`src/rtl/i2c_slave.sv`:
```
// I2C target answering one 7-bit address; oversamples SCL/SDA on clk, open-drain SDA, no clock stretching.
// Optional glitch filter on both lines when I2C_SLAVE_GLITCH_FILTER_EN is defined.
module i2c_slave #(
    parameter logic [6:0]  SLAVE_ADDR = 7'h42,
    parameter int unsigned FILTER_LEN = 4
) (
    input  logic       clk,
    input  logic       rst,
    input  logic       scl_in,
    input  logic       sda_in,
    output logic       sda_out,
    output logic       sda_oe,
    output logic [7:0] rx_data,
    output logic       rx_valid,
    input  logic [7:0] tx_data,
    output logic       tx_req,
    output logic       rw,
    output logic       busy,
    output logic       done,
    output logic [2:0] o_dbg_state
);

    typedef enum logic [2:0] {
        ST_IDLE     = 3'd0,
        ST_ADDR     = 3'd1,
        ST_ADDR_ACK = 3'd2,
        ST_RX_BYTE  = 3'd3,
        ST_RX_ACK   = 3'd4,
        ST_TX_BYTE  = 3'd5,
        ST_TX_ACK   = 3'd6
    } state_t;

    if (FILTER_LEN < 2 || FILTER_LEN > 15) begin : g_bad_filter_len
        $error("FILTER_LEN must be within 2..15");
    end

    logic r_scl_s1, r_scl_s2, r_sda_s1, r_sda_s2;
    logic r_scl_d, r_sda_d;
    logic w_scl, w_sda;

    always_ff @(posedge clk or posedge rst) begin
        if (rst) begin
            r_scl_s1 <= 1'b1;
            r_scl_s2 <= 1'b1;
            r_sda_s1 <= 1'b1;
            r_sda_s2 <= 1'b1;
        end else begin
            r_scl_s1 <= scl_in;
            r_scl_s2 <= r_scl_s1;
            r_sda_s1 <= sda_in;
            r_sda_s2 <= r_sda_s1;
        end
    end

`ifdef I2C_SLAVE_GLITCH_FILTER_EN
    logic       r_scl_f, r_sda_f;
    logic [3:0] r_scl_cnt, r_sda_cnt;

    // Filtered value follows the synchronized one only after FILTER_LEN consecutive differing cycles.
    always_ff @(posedge clk or posedge rst) begin
        if (rst) begin
            r_scl_f   <= 1'b1;
            r_sda_f   <= 1'b1;
            r_scl_cnt <= 4'd0;
            r_sda_cnt <= 4'd0;
        end else begin
            if (r_scl_s2 != r_scl_f) begin
                if (r_scl_cnt == 4'(FILTER_LEN - 1)) begin
                    r_scl_f   <= r_scl_s2;
                    r_scl_cnt <= 4'd0;
                end else begin
                    r_scl_cnt <= r_scl_cnt + 4'd1;
                end
            end else begin
                r_scl_cnt <= 4'd0;
            end
            if (r_sda_s2 != r_sda_f) begin
                if (r_sda_cnt == 4'(FILTER_LEN - 1)) begin
                    r_sda_f   <= r_sda_s2;
                    r_sda_cnt <= 4'd0;
                end else begin
                    r_sda_cnt <= r_sda_cnt + 4'd1;
                end
            end else begin
                r_sda_cnt <= 4'd0;
            end
        end
    end

    assign w_scl = r_scl_f;
    assign w_sda = r_sda_f;
`else
    assign w_scl = r_scl_s2;
    assign w_sda = r_sda_s2;
`endif

    logic w_scl_rise, w_scl_fall, w_start, w_stop;
    assign w_scl_rise = w_scl & ~r_scl_d;
    assign w_scl_fall = ~w_scl & r_scl_d;
    assign w_start    = w_scl & r_scl_d & r_sda_d & ~w_sda;
    assign w_stop     = w_scl & r_scl_d & ~r_sda_d & w_sda;

    state_t     r_state, w_state;
    logic [2:0] r_cnt, w_cnt;
    logic [7:0] r_shift, w_shift, r_rx_data, w_rx_data;
    logic       r_rx_valid, w_rx_valid, r_tx_req, w_tx_req, r_rw, w_rw;
    logic       r_busy, w_busy, r_done, w_done, r_sda_oe, w_sda_oe;
    logic       r_txn, w_txn, r_ld_pend, w_ld_pend;
    logic [7:0] w_byte;

    assign w_byte = {r_shift[6:0], w_sda};

    // In the ACK states, sda_oe itself marks whether the ACK slot has begun (set on its leading fall).
    always_comb begin
        w_state    = r_state;
        w_cnt      = r_cnt;
        w_shift    = r_shift;
        w_rx_data  = r_rx_data;
        w_rx_valid = 1'b0;
        w_tx_req   = 1'b0;
        w_rw       = r_rw;
        w_busy     = r_busy;
        w_done     = 1'b0;
        w_sda_oe   = r_sda_oe;
        w_txn      = r_txn;
        w_ld_pend  = r_ld_pend;
        if (w_stop) begin
            w_state   = ST_IDLE;
            w_sda_oe  = 1'b0;
            w_busy    = 1'b0;
            w_done    = r_txn;
            w_txn     = 1'b0;
            w_ld_pend = 1'b0;
        end else if (w_start) begin
            w_state   = ST_ADDR;
            w_cnt     = 3'd0;
            w_sda_oe  = 1'b0;
            w_busy    = 1'b0;
            w_txn     = 1'b0;
            w_ld_pend = 1'b0;
        end else begin
            case (r_state)
                ST_ADDR: if (w_scl_rise) begin
                    w_shift = w_byte;
                    w_cnt   = r_cnt + 3'd1;
                    if (r_cnt == 3'd7) begin
                        w_cnt = 3'd0;
                        if (w_byte[7:1] == SLAVE_ADDR) begin
                            w_rw    = w_byte[0];
                            w_busy  = 1'b1;
                            w_txn   = 1'b1;
                            w_state = ST_ADDR_ACK;
                        end else begin
                            w_state = ST_IDLE;
                        end
                    end
                end
                ST_ADDR_ACK: begin
                    if (w_scl_rise && r_sda_oe && r_rw) begin
                        w_tx_req = 1'b1;
                    end else if (w_scl_fall) begin
                        if (!r_sda_oe) begin
                            w_sda_oe = 1'b1;
                        end else if (r_rw) begin
                            w_shift  = tx_data;
                            w_sda_oe = ~tx_data[7];
                            w_cnt    = 3'd0;
                            w_state  = ST_TX_BYTE;
                        end else begin
                            w_sda_oe = 1'b0;
                            w_cnt    = 3'd0;
                            w_state  = ST_RX_BYTE;
                        end
                    end
                end
                ST_RX_BYTE: if (w_scl_rise) begin
                    w_shift = w_byte;
                    w_cnt   = r_cnt + 3'd1;
                    if (r_cnt == 3'd7) begin
                        w_cnt      = 3'd0;
                        w_rx_data  = w_byte;
                        w_rx_valid = 1'b1;
                        w_state    = ST_RX_ACK;
                    end
                end
                ST_RX_ACK: if (w_scl_fall) begin
                    if (!r_sda_oe) begin
                        w_sda_oe = 1'b1;
                    end else begin
                        w_sda_oe = 1'b0;
                        w_cnt    = 3'd0;
                        w_state  = ST_RX_BYTE;
                    end
                end
                // Counter wraps to 0 after the 8th rise, so a fall seen with r_cnt==0 ends the byte.
                ST_TX_BYTE: begin
                    if (w_scl_rise) begin
                        w_cnt = r_cnt + 3'd1;
                    end else if (w_scl_fall) begin
                        if (r_cnt == 3'd0) begin
                            w_sda_oe  = 1'b0;
                            w_ld_pend = 1'b0;
                            w_state   = ST_TX_ACK;
                        end else begin
                            w_shift  = {r_shift[6:0], 1'b0};
                            w_sda_oe = ~r_shift[6];
                        end
                    end
                end
                ST_TX_ACK: begin
                    if (w_scl_rise && !r_ld_pend) begin
                        if (!w_sda) begin
                            w_tx_req  = 1'b1;
                            w_ld_pend = 1'b1;
                        end else begin
                            w_sda_oe = 1'b0;
                            w_busy   = 1'b0;
                            w_state  = ST_IDLE;
                        end
                    end else if (w_scl_fall && r_ld_pend) begin
                        w_shift   = tx_data;
                        w_sda_oe  = ~tx_data[7];
                        w_cnt     = 3'd0;
                        w_ld_pend = 1'b0;
                        w_state   = ST_TX_BYTE;
                    end
                end
                default: ;
            endcase
        end
    end

    always_ff @(posedge clk or posedge rst) begin
        if (rst) begin
            r_state    <= ST_IDLE;
            r_scl_d    <= 1'b1;
            r_sda_d    <= 1'b1;
            r_cnt      <= 3'd0;
            r_shift    <= 8'h00;
            r_rx_data  <= 8'h00;
            r_rx_valid <= 1'b0;
            r_tx_req   <= 1'b0;
            r_rw       <= 1'b0;
            r_busy     <= 1'b0;
            r_done     <= 1'b0;
            r_sda_oe   <= 1'b0;
            r_txn      <= 1'b0;
            r_ld_pend  <= 1'b0;
        end else begin
            r_state    <= w_state;
            r_scl_d    <= w_scl;
            r_sda_d    <= w_sda;
            r_cnt      <= w_cnt;
            r_shift    <= w_shift;
            r_rx_data  <= w_rx_data;
            r_rx_valid <= w_rx_valid;
            r_tx_req   <= w_tx_req;
            r_rw       <= w_rw;
            r_busy     <= w_busy;
            r_done     <= w_done;
            r_sda_oe   <= w_sda_oe;
            r_txn      <= w_txn;
            r_ld_pend  <= w_ld_pend;
        end
    end

    assign sda_out     = 1'b0;
    assign sda_oe      = r_sda_oe;
    assign rx_data     = r_rx_data;
    assign rx_valid    = r_rx_valid;
    assign tx_req      = r_tx_req;
    assign rw          = r_rw;
    assign busy        = r_busy;
    assign done        = r_done;
    assign o_dbg_state = r_state;

endmodule

```
`config.mk`:
```
export PLATFORM = sky130hd
export DESIGN_NAME = i2c_slave
export DESIGN_NICKNAME = d
export VERILOG_FILES = /design/src/rtl/i2c_slave.sv
export SDC_FILE = /design/constraint.sdc
export NUM_CORES = 1
export LEC_CHECK = 0
export ABC_AREA = 1
export ABC_CLOCK_PERIOD_IN_PS = 2480
export CAP_MARGIN = 5
export CORE_UTILIZATION = 45
export DETAILED_ROUTE_END_ITERATION = 8
export HOLD_SLACK_MARGIN = 0.12
export PLACE_DENSITY = 0.68
export SYNTH_ARGS = -nofsm -noshare
export SYNTH_HDL_FRONTEND = slang
export SYNTH_SLANG_ARGS = --single-unit
```
`constraint.sdc`:
```
create_clock -name clk -period 2.48 [get_ports clk]
set_input_delay 0.372 -clock clk [delete_from_list [all_inputs] [get_ports clk]]
set_output_delay 0.372 -clock clk [all_outputs]
set_load 0.01 [all_outputs]
```
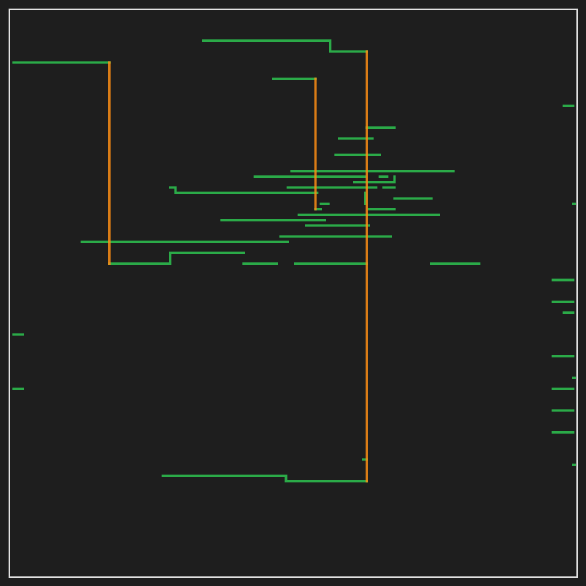
Figure 1: run 1, signal wires by layer.
Drawn at 8 px/um. Only two layers are drawn.
legend:
  green:
    layer: M3
    wire_length: 297 um
  orange:
    layer: M4
    wire_length: 95.2 um

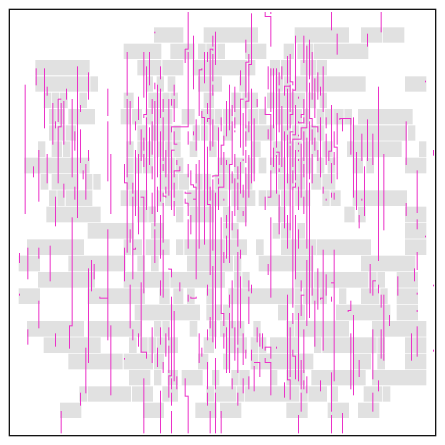
Figure 2: run 1, metal 2.
Drawn at 6 px/um. Cells faint in the background.
wire length on this layer: 2190 um
nets with wire on the layer: 254
main direction: vertical
longest straight run: 28.9 um
share of all routed wire: 45%

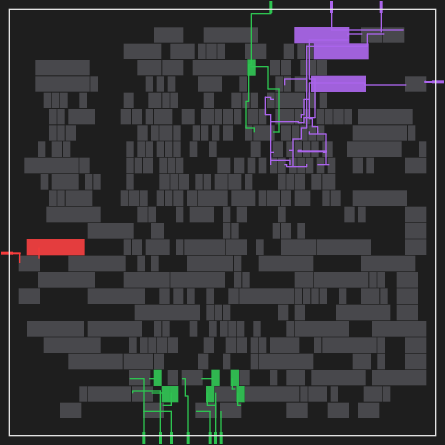
Figure 3: run 1, nets reached from selected ports.
Drawn at 6 px/um.
legend:
  red:
    port: sda_in
    bits: 1
    direction: input
    edge: left
    end_cells: 1
    buffers: 1
    wire: 4.40 um
  green:
    port: tx_data
    bits: 8
    direction: input
    edge: 7 bottom, 1 top
    end_cells: 8
    buffers: 8
    wire: 115 um
  purple:
    port: o_dbg_state
    bits: 3
    direction: output
    edge: 2 top, 1 right
    end_cells: 3
    buffers: 3
    wire: 162 um

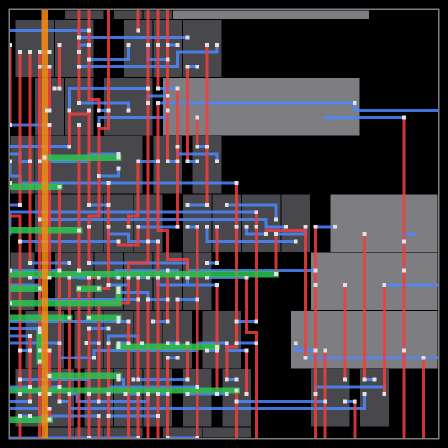
Figure 4: run 1, layout detail.
Region (43, 43) to (63, 63) um. Cells in gray, sequential cells in the stronger gray; small squares are vias.
legend:
  orange:
    layer: M4
  blue:
    layer: M1
  green:
    layer: M3
  red:
    layer: M2
most frequent: nand2_1 (16), nor2_1 (6), nand3_1 (5)
sequential cells in the window: 4
cells with their middle in the window: 43

run 1: power by group:
part / internal, mW / switching (mW) / total [mW]
Combinational: 0.211 / 0.365 / 0.576
Sequential: 0.656 / 0.0844 / 0.740
Clock: 0.305 / 0.234 / 0.539
Total: 1.17 / 0.684 / 1.86
run 1: critical path, cell delays in order (launching register included):
cell     delay (ns)
dfrtp_1        0.48
inv_2          0.10
nor2_1         0.15
nand2_1        0.15
nand2_2        0.18
nor2_2         0.07
nor2_4         0.23
nand4_4        0.18
nand2_1        0.10
nand2_1        0.06
run 1: stage by stage:
| step | hold WS [ns] | total power, mW |
|---|---|---|
| after detailed placement | 0.350 | 1.32 |
| final | 0.359 | 1.86 |
| after global placement | 0.346 | 1.32 |
| after CTS | 0.361 | 1.87 |
| after global routing | 0.362 | 1.98 |
| after floorplan | 0.345 | 1.15 |
==> summary.txt, run 1 <==
run metrics: hold path endpoint r_scl_s2, Post-synth mux share 0, IO Pins 30, sequential share of the synthesized area 0.415, XOR-XNOR Cells, Area Fraction 0, RR Startpoint o_dbg_state[2], CTS Sinks 35, Data buffer area share 0.116, hold path depth 0, post-placement cell count 361, registers 35, logic share of the area 0.421, core footprint 4440 um^2, Synth area leaders dfrtp_1, nand2_1, dfstp_2, slew of the pin with the lowest slew margin 0.602 ns, top layer in use met4, most common cell in the netlist nand2_1, Seq/total area 0.342, Syn Inst Count 284, First-pass DRT Iterations 7, dpl hpwl 3770 um, Hold Path Class flop to flop, Top cells excl fill/tap nand2_1, dfrtp_1, inv_1, nand3_1, clkdlybuf4s50_1, total wire length 4860 um, dpl ws 0.732 ns, flops out of synthesis 35, Clock Tree Buf Depth 2, outcome finished, final reports clean, # rows 24, Fillers 450, root buf cell clkbuf_8, minimum clock period after layout 1.81 ns, CTS tree yes, R2R depth 9, die area 5010 um^2, Commonest Layout Cell nand2_1, Final Cell Area 2580 um^2, Iter 0 DRT Violations 220, GP Congestion 0.898, hold path start r_scl_s1, sequential standard cell area 883 um^2, Horiz. Die Dim 70.8 um, Routed WL per cell 13.2 um, n_diodes 0, M1 GR Usage 0.307, routed wl met3 297 um, Area growth syn-to-layout 21.3%, Simple-Gate Area Share 0.415, pwr/cell area 718 nW/um^2, Most common reg cell dfrtp_1, Pleak 1.34 nW, global-route met2 utilization 0.339, distinct lib cells 30, vias in the first global route 1799, Final Instance Count excl. Fillers 369, M3 GR Usage 0.0527, CP Launch Point o_dbg_state[2], top cells by count, synth nand2_1, dfrtp_1, inv_1, nand3_1, nor2_1, MI comb cells 211, RR Endpoint r_shift[2], Synth Warn # 0, Layout clock area frac 0.0450, logic area 1090 um^2, Area-dominant class multi-input combinational cells, period utilisation layout 0.728, RSZ-0062 raised after global routing false, CP max FO 8, CTS clk-pin slew, worst paths 0.07 ns, max reg flops 8, Sum Neg Setup Slack 0 ns, Final setup viols 0, hold buffer count at CTS 0, post-route ant nets 0, Met1 Routed Length 2270 um, f_max 554 MHz, vias per inst 5.08, yosys stat cell total 284, Max transition margin 0.598, GRT Max-Usage Layer met2, CTS resizes 0, grt ovf 0, worst setup margin 0.674 ns, met2 WL post-DR 2190 um, initial antenna violation count 0, Post-synth EDFFs 0, share of post-route cells with drive strength above 1 0.148, crit path DAT 2.00 ns, worst vdd ir 0.405 mV, crit path kind flop to flop, tool warnings 27, CTS Buf Count 5, Residual DRC 0, Setup crit end kind flop, Final Hold Fails 0, Vert. Die Dim 70.8 um, Critical Path Sink r_shift[2], GRT Util Overall 0.223, Final Max-Slew Violation Tally 0, Async S/R FF share, synth 1.00, Mapped Nets 299, Logic family by area simple AND/OR/NAND/NOR gates, DR vias 1875, clkbuf count 5, critical path startpoint category flop, max-cap violations 0, synthesis area per yosys 2130 um^2, nonclk inv count 34, nets@finish 331, Adder Area Share 0.0176, Tapcell Cnt 52, worst-skew pair later-pin latency 0.31 ns, Non-CTS buffers 29, H-tree depth 2, post-synthesis compound-gate area fraction 0.0769, Avg Inst Size Synth 7.50 um^2, Core Util, Final 0.581, DP Area 2470 um^2, largest net degree at the start of global routing 22, Synth area leader dfrtp_1, crit path DRT 2.67 ns, clock skew 0.0117 ns, Reg2Reg Setup Slack 0.67 ns, PortBufs 28, Pre-Place Util 0.479, Dominant cell area share 0.341, # Post-CTS Setup Buffers 0, first-pass GRT wire length 8540 um, mapped cell area 2130 um^2
Figure 5. Clock nets (run 1).
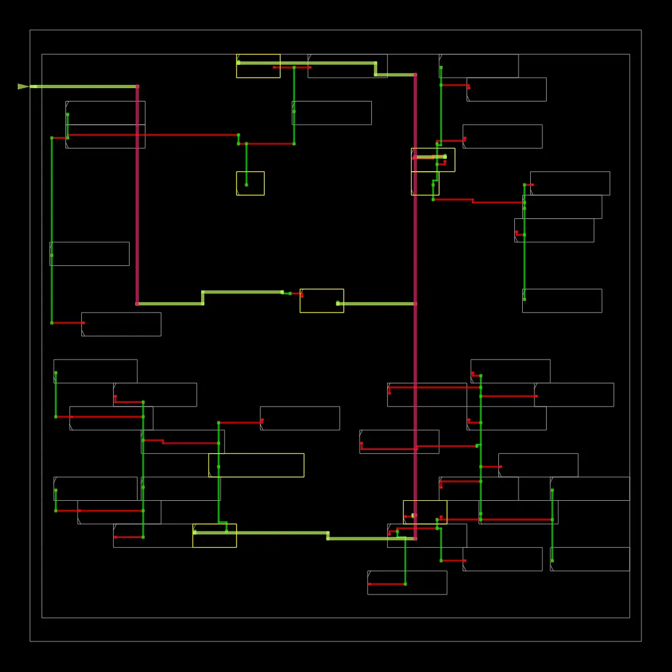

## Run 2: what changed since run 1
--- a/config.mk
+++ b/config.mk
@@ -6,12 +6,12 @@
 export NUM_CORES = 1
 export LEC_CHECK = 0
 export ABC_AREA = 1
-export ABC_CLOCK_PERIOD_IN_PS = 2480
+export ABC_CLOCK_PERIOD_IN_PS = 1500
 export CAP_MARGIN = 5
 export CORE_UTILIZATION = 45
 export DETAILED_ROUTE_END_ITERATION = 8
 export HOLD_SLACK_MARGIN = 0.12
-export PLACE_DENSITY = 0.68
+export PLACE_DENSITY = 0.7
 export SYNTH_ARGS = -nofsm -noshare
 export SYNTH_HDL_FRONTEND = slang
 export SYNTH_SLANG_ARGS = --single-unit
==> constraint.sdc (replaced) <==
create_clock -name clk -period 1.5 [get_ports clk]
set_input_delay 0.225 -clock clk [delete_from_list [all_inputs] [get_ports clk]]
set_output_delay 0.225 -clock clk [all_outputs]
set_load 0.01 [all_outputs]
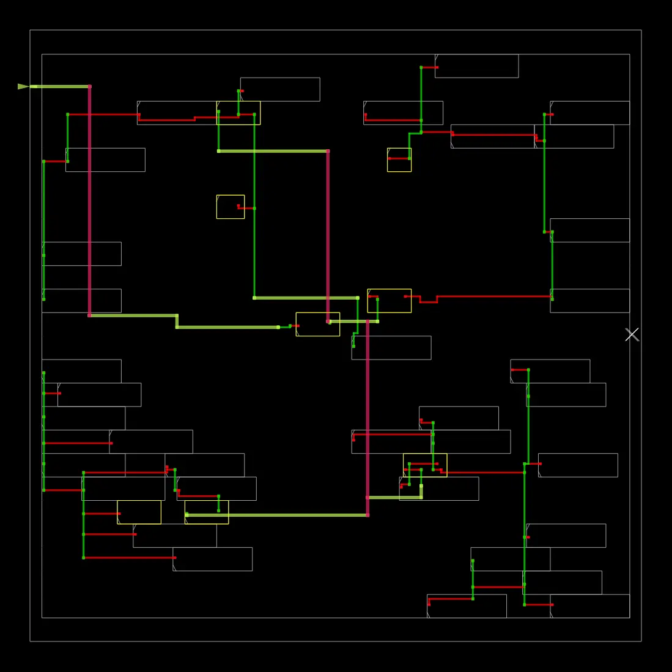
Figure 6: run 2, clock nets.
Clock net power: 0.753 mW
clock skew: 0.00516 ns

==> run 2 against run 1 <==
  * First-iteration DRC count decreased by 7.7%
  * Cell area up 22%
  * Die area unchanged
  * Combinational power up 140%
  * Largest cell class unchanged
  * Sequential power increased by 62%
  * Synthesized area is the same
  * The run now ends with design-rule violations, negative setup slack left
==> summary.txt, run 2 <==
run metrics: outcome finished with violations, failing checks design-rule violations, negative setup slack, tool warnings 29, Top Consumer combinational cells, Sw Pwr 1.25 mW, Seq/total area 0.281, Final Total Pwr 3.33 mW, Top cells excl fill/tap nand2_1, buf_4, inv_1, dfrtp_1, clkdlybuf4s50_1, Tapcell Cnt 52, Layout clock area frac 0.0313, distinct lib cells 30, Final Instance Count excl. Fillers 425, crit path kind flop to flop, RR Startpoint r_scl_d, GRT Max-Usage Layer met2, MI comb cells 211, Iter 0 DRT Violations 203, Fillers 376, CP Launch Point r_scl_d, top layer in use met4, DP Area 2790 um^2, pwr/cell area 1060 nW/um^2, most common cell in the netlist nand2_1, CTS tree yes, core footprint 4440 um^2, Vert. Die Dim 70.8 um, CTS Buf Count 5, Final Cell Area 3150 um^2, share of post-route cells with drive strength above 1 0.359, Mapped Nets 299, # rows 24, Avg Inst Size Synth 7.50 um^2, Flop pwr share 0.360, Pleak 1.65 nW, Final setup viols 21, post-placement cell count 401, global-route met2 utilization 0.436, logic share of the area 0.388, minimum clock period after layout 1.69 ns, CP max FO 7, Logic family by area simple AND/OR/NAND/NOR gates, Synth area leaders dfrtp_1, nand2_1, dfstp_2, Dominant cell area share 0.341, max reg flops 8, n_diodes 0, CTS Sinks 35, IO Pins 30, PortBufs 28, Data buffer area share 0.237, Gate power share 0.413, GP Congestion 0.987, Reg2Reg Setup Slack -0.19 ns, total wire length 5930 um, P_comb 1.38 mW, Critical Path Sink r_shift[5], max-cap violations 0, clkbuf count 6, f_max 593 MHz, post-synthesis compound-gate area fraction 0.0769, Routed WL per cell 13.9 um, Synth area leader dfrtp_1, grt ovf 0, M3 GR Usage 0.0499, H-tree depth 2, dpl ws -0.158 ns, sequential standard cell area 886 um^2, vias in the first global route 2116, worst setup margin -0.186 ns, die area 5010 um^2, nonclk inv count 34, First-pass DRT Iterations 9, top cells by count, synth nand2_1, dfrtp_1, inv_1, nand3_1, nor2_1, crit path DRT 1.74 ns, Met1 Routed Length 2620 um, Synth Warn # 0, period utilisation layout 1.12, yosys stat cell total 284, Commonest Layout Cell nand2_1, post-route ant nets 0, dpl hpwl 4170 um, Most common reg cell dfrtp_1, Clock Tree Buf Depth 2, first-pass GRT wire length 9850 um, Setup crit end kind flop, R2R depth 6, Residual DRC 2, Area growth syn-to-layout 48.0%, met2 WL post-DR 2830 um, synthesis area per yosys 2130 um^2, sw frac 0.377, RR Endpoint r_shift[5], Pre-Place Util 0.479, mapped cell area 2130 um^2, XOR-XNOR Cells, Area Fraction 0, Adder Area Share 0.0176, Post-synth EDFFs 0, hold buffer count at CTS 0, CTS clk-pin slew, worst paths 0.07 ns, routed wl met3 342 um, M1 GR Usage 0.326, sequential share of the synthesized area 0.415, initial antenna violation count 0, Hold Path Class input port to async pin, GRT Util Overall 0.257, nets@finish 387, RSZ-0062 raised after global routing true, worst vdd ir 0.885 mV, Final Hold Fails 0, Seq group 1.20 mW, Simple-Gate Area Share 0.415, Non-CTS buffers 85, power share of the clock group 0.226, DR vias 2213, critical path startpoint category flop, # Post-CTS Setup Buffers 15, Final Max-Slew Violation Tally 0, logic area 1220 um^2, Area-dominant class multi-input combinational cells, Async S/R FF share, synth 1.00, worst-skew pair later-pin latency 0.30 ns, flops out of synthesis 35, Syn Inst Count 284, internal power 2.07 mW, CTS resizes 21, root buf cell clkbuf_8, crit path DAT 1.92 ns, vias per inst 5.21, registers 35, Sum Neg Setup Slack -2.18 ns, largest net degree at the start of global routing 36, Post-synth mux share 0, Horiz. Die Dim 70.8 um
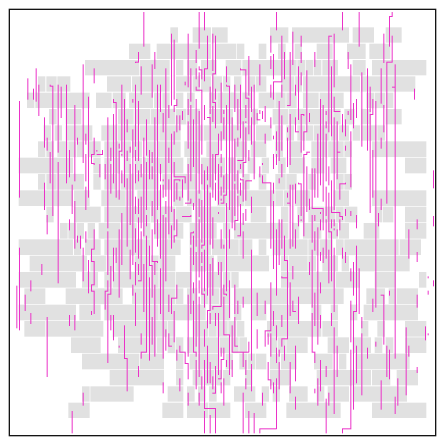
Figure 7: run 2, metal 2.
Drawn at 6 px/um. Cells faint in the background.
nets with wire on the layer: 323
wire length on this layer: 2830 um
longest straight run: 49.0 um

==> run 2: cell types whose count changed in the layout (fill, tap and decap cells not counted), sizes merged <==
| cell | change |
|---|---|
| buf | +56 |
| clkdlybuf4s50 | -3 |
| dlygate4sd2 | +3 |
| bufinv | -1 |
| clkbuf | +1 |
| clkinvlp | +1 |
| inv | -1 |
==> run 2: worst max-delay path, stage by stage (launching register included) <==
cell and delay [ns]:
dfstp_2 0.68, nand3_2 0.16, nand2_2 0.11, nor3b_4 0.26
and2b_4 0.25, nand3_1 0.09, nand2_1 0.07
==> run 2: metrics by stage <==
step           hold WS, ns  utilization
2_1_floorplan        0.229            -
3_3_place_gp         0.347        0.628
3_5_place_dp         0.348        0.628
4_1_cts              0.275        0.693
5_1_grt              0.324        0.709
6_report             0.266        0.709
Power and IR drop assume default switching activity.
